### Signal wires on met4

Scale: 4 px per um. Supply wires on this layer in gray.
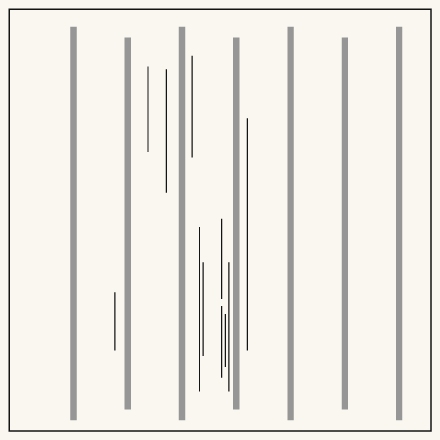
### Routing congestion

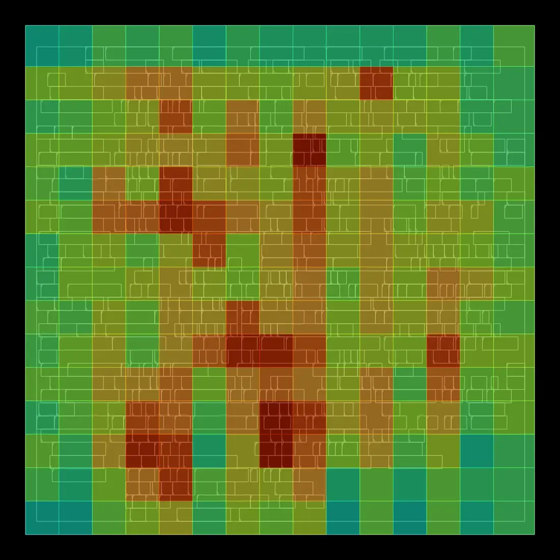
### Logic cells by family

Scale: 6 px per um.
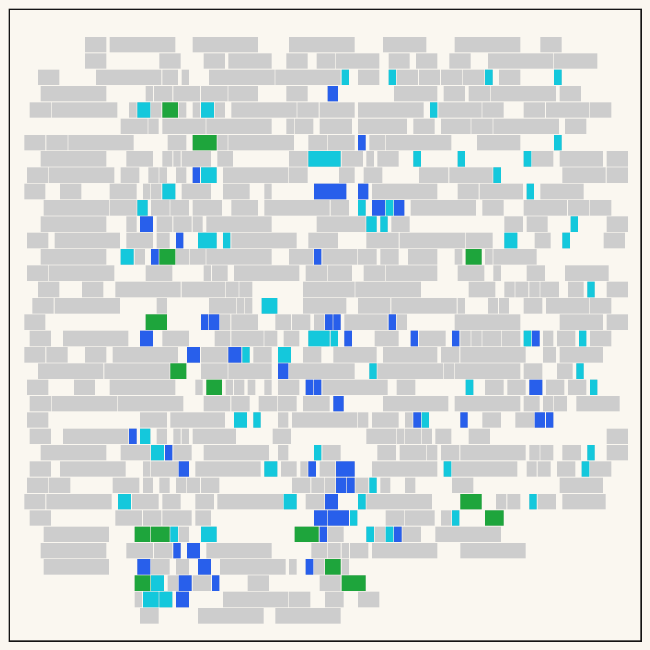
### Zoomed window

Region (38, 17) to (68, 47) um. Cells in gray, sequential cells in the stronger gray; small squares are vias.
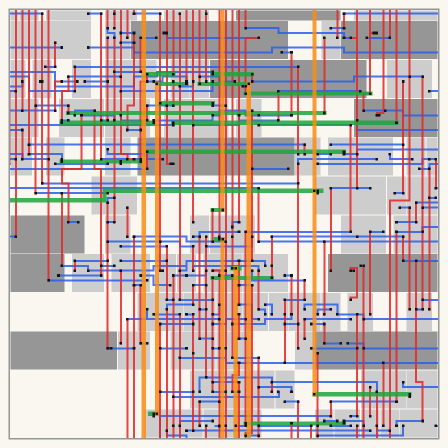
==> config.mk <==
export PLATFORM = sky130hd
export DESIGN_NAME = pb_rect_fill_flat
export DESIGN_NICKNAME = d
export VERILOG_FILES = /design/src/rtl/pb_rect_fill_if.sv /design/src/rtl/pb_rect_fill.sv /design/src/flat_wrapper.sv
export SDC_FILE = /design/constraint.sdc
export NUM_CORES = 1
export LEC_CHECK = 0
export ABC_CLOCK_PERIOD_IN_PS = 2900
export CORE_MARGIN = 2
export CORE_UTILIZATION = 54
export CTS_CLUSTER_DIAMETER = 200
export DETAILED_ROUTE_END_ITERATION = 6
export HOLD_SLACK_MARGIN = 0.06
export PLACE_DENSITY = 0.75
export SYNTH_ARGS = -nofsm -noshare
export SYNTH_HDL_FRONTEND = slang
export SYNTH_SLANG_ARGS = --single-unit
==> constraint.sdc <==
create_clock -name VGA_CLK -period 2.9 [get_ports VGA_CLK]
set_input_delay 0.435 -clock VGA_CLK [delete_from_list [all_inputs] [get_ports VGA_CLK]]
set_output_delay 0.435 -clock VGA_CLK [all_outputs]
set_load 0.05 [all_outputs]
==> impl_metrics.yaml <==
# flow metrics
floorplan:
  fp.dieH_um: 105
  fp-utilization_pct: 55.9
  dieArea_um2: 11000
  rows: 36
  io_pins: 60
  core_area_um2: 9860
  dieWidth_um: 105
run_status:
  status: "completed"
yosys:
  yosys_warnings: 0
  syn_area_per_cell_um2: 11.4
  synth_cell_type_count: 63
  async_reset_ff_share_pct: 0
  ff_type: "edfxtp_1"
  synth_area_um2: 5520
  synth_seq_share_pct: 50.5
  ys_area_um2: 5520
  most_common_cell: "edfxtp_1"
  area_leaders: "edfxtp_1 (41%), dfxtp_1 (9.1%), ha_1 (7.0%)"
  top_cell_area_share_pct: 41.4
  numSynthFlops: 101
  yosysTopAreaCell: "edfxtp_1"
  common_cells: "edfxtp_1 (76), nor2_1 (40), ha_1 (31)"
  ys_cells: 482
  synth-edff-count: 76
  post_synth_inst_count: 482
final_timing:
  rsz0062_at_grt: "no"
  fin_crit_ns: 2.72
  setup_ws_ns: 0.179
  relSlewSlack_pct: 55.1
  hold_viol: 0
  finalSetupViolations: 0
  fmax_mhz: 368
  fin_setup_tns_ns: 0
  fin_crit_sh_pct: 93.8
  tightestPinTransition_ns: 0.674
  skew_ns: 0.0137
  finalMaxSlewViolations: 0
critical_path:
  crit_path_cell_trace: "ha_1 -> inv_1 -> fa_1 -> nor2b_1 -> o31a_1 -> o311ai_0 -> nand4_1 -> o21ai_0 -> a2111oi_0"
  startpoint_type: "flip-flop"
  slowest_delay_ns: 0.47
  cp_top_family: "AND-OR/OR-AND gates"
  crit_slowest_cell: "edfxtp_1"
  r2r_slack_ns: 0.18
  required_ns: 3.00
  path_buffers: 1
  endpoint_kind: "flip-flop"
  critPathArrivalTime_ns: 2.82
  worstSetupPathType: "reg2reg"
  ff2ff_path_depth: 9
  cp_num_cells: 9
  critPathMaxFanout: 4
route:
  wire_per_inst_um: 16.0
  drc_errors: 0
  final_antenna_net_count: 0
  drt_pass1_iterations: 5
  vias_per_cell: 5.64
  drt_iter0_markers: 175
finish:
  nNetsFinal: 614
  final_area_um2: 6480
  layout_top_cells: "edfxtp_1 (76), clkdlybuf4s50_1 (59), nor2_1 (40)"
  num_antenna_cells: 0
  largest_reg_flops: 15
  drive_gt1_share_pct: 7.31
  area_growth_pct: 17.5
flow_run:
  warning_count: 30
  cap_violations: 0
grt:
  grt_pass1_wl_um: 18300
  grt_pass1_vias: 3864
  grt-ovfl-total: 0
  antenna_found_initial: 0
  grt_max_degree: 60
placement:
  dp_hpwl_um: 8120
  placed_cell_area_um2: 6250
  gp_congestion: 0.890
  port_buffers: 59
  place_ws_ns: 0.212
  placed_cells: 664
clock_tree:
  cts_buffers: 9
  cts_resized: 0
  clock_path_buffers: 2
  htree_levels: 3
  path_clk_slew_ns: 0.10
  holdBufCountCts: 0
  postCtsSetupRepairBufs: 0
  root_buffer: "clkbuf_8"
  cts.sink_count: 101
  cts_tree: "done"
  clk-insertion-delay-late_ns: 0.38
pwr:
  total_power_mw: 5.42
  static-leakage-power_nw: 2.39
  pwr_density_cell_nw_per_um2: 837
  vdd_drop_max_uv: 401
min_path:
  hold_depth: 2
  hold_class: "reg2reg"
Notes on 'Signal wires on met4' above:
share of all routed wire: 2.7%
longest straight run: 57.8 um
nets with wire on the layer: 9
wire length on this layer: 295 um
drt total wl: 10900 um
via count: 3837

Notes on 'Routing congestion' above:
Overall Global Routing Usage: 20.9%
final core occ: 65.7%
met3 Usage GRT: 4.55%
M1 GR Usage: 26.7%

Notes on 'Logic cells by family' above:
[NOR gates] cyan | cells: 63 | where: spread over the die
[NAND gates] blue | cells: 52
[AND-OR and OR-AND gates] green | cells: 15
Final Non-Filler Cells: 680
Comb area share: 39.6%
Top cell excl fill/tap: edfxtp_1

Notes on 'Zoomed window' above:
[metal 1] blue
[metal 2] red
[metal 3] green
[metal 4] orange
cells with their middle in the window: 70
sequential cells in the window: 8
most frequent: nor2_1 (8), edfxtp_1 (8)

==> where the power goes <==
group / leakage [nW] / total [mW] / switching, mW / internal [mW]
Combinational: 1.37 / 2.17 / 1.24 / 0.927
Clock: 0.120 / 0.979 / 0.487 / 0.492
Sequential: 0.899 / 2.27 / 0.280 / 1.99
Total: 2.39 / 5.42 / 2.01 / 3.41
==> layer usage <==
metal,up-vias,share of wire [%],global-route usage [%]
met5,-,0,0
met4,0,2.7,8.19
met3,25,5.6,4.55
met2,133,49,34.7
met1,1791,43,26.7
li1,1888,-,-
==> final cells by class <==
| cell class | instances | area (um2) |
|---|---|---|
| fillers | 756 | 3380 |
| flip-flops and latches | 101 | 2780 |
| multi-input cells | 337 | 2570 |
| repair buffers | 63 | 621 |
| clock buffers | 14 | 215 |
| well taps | 133 | 166 |
| inverters | 30 | 113 |
| clock inverters | 2 | 17.5 |
==> worst min-delay path: cells and delay by family (launching register included) <==
kind,cells,cell delay (ns)
AND/OR/NAND/NOR,1,0.08
AND-OR/OR-AND,1,0.05
flip-flops,1,0.32
==> cell families (layout without fill, tap and decap cells) <==
group,count (synthesis),in the layout,synth area share (%)
fa+ha+maj,35,35,8.48
compound gates,95,95,11.7
other cells,1,2,0.0680
buf+inv,45,109,3.13
flops,101,101,50.5
simple gates,132,132,12.5
mux,26,26,5.04
xor+xnor,47,47,8.64
==> through the flow <==
step / utilization, % / hold WS [ns]
after global routing: 65.7 / 0.507
after global placement: 63.3 / 0.465
after detailed placement: 63.3 / 0.482
final: 65.7 / 0.490
after CTS: 65.7 / 0.496
after floorplan: - / 0.457
Power and IR drop assume default switching activity.
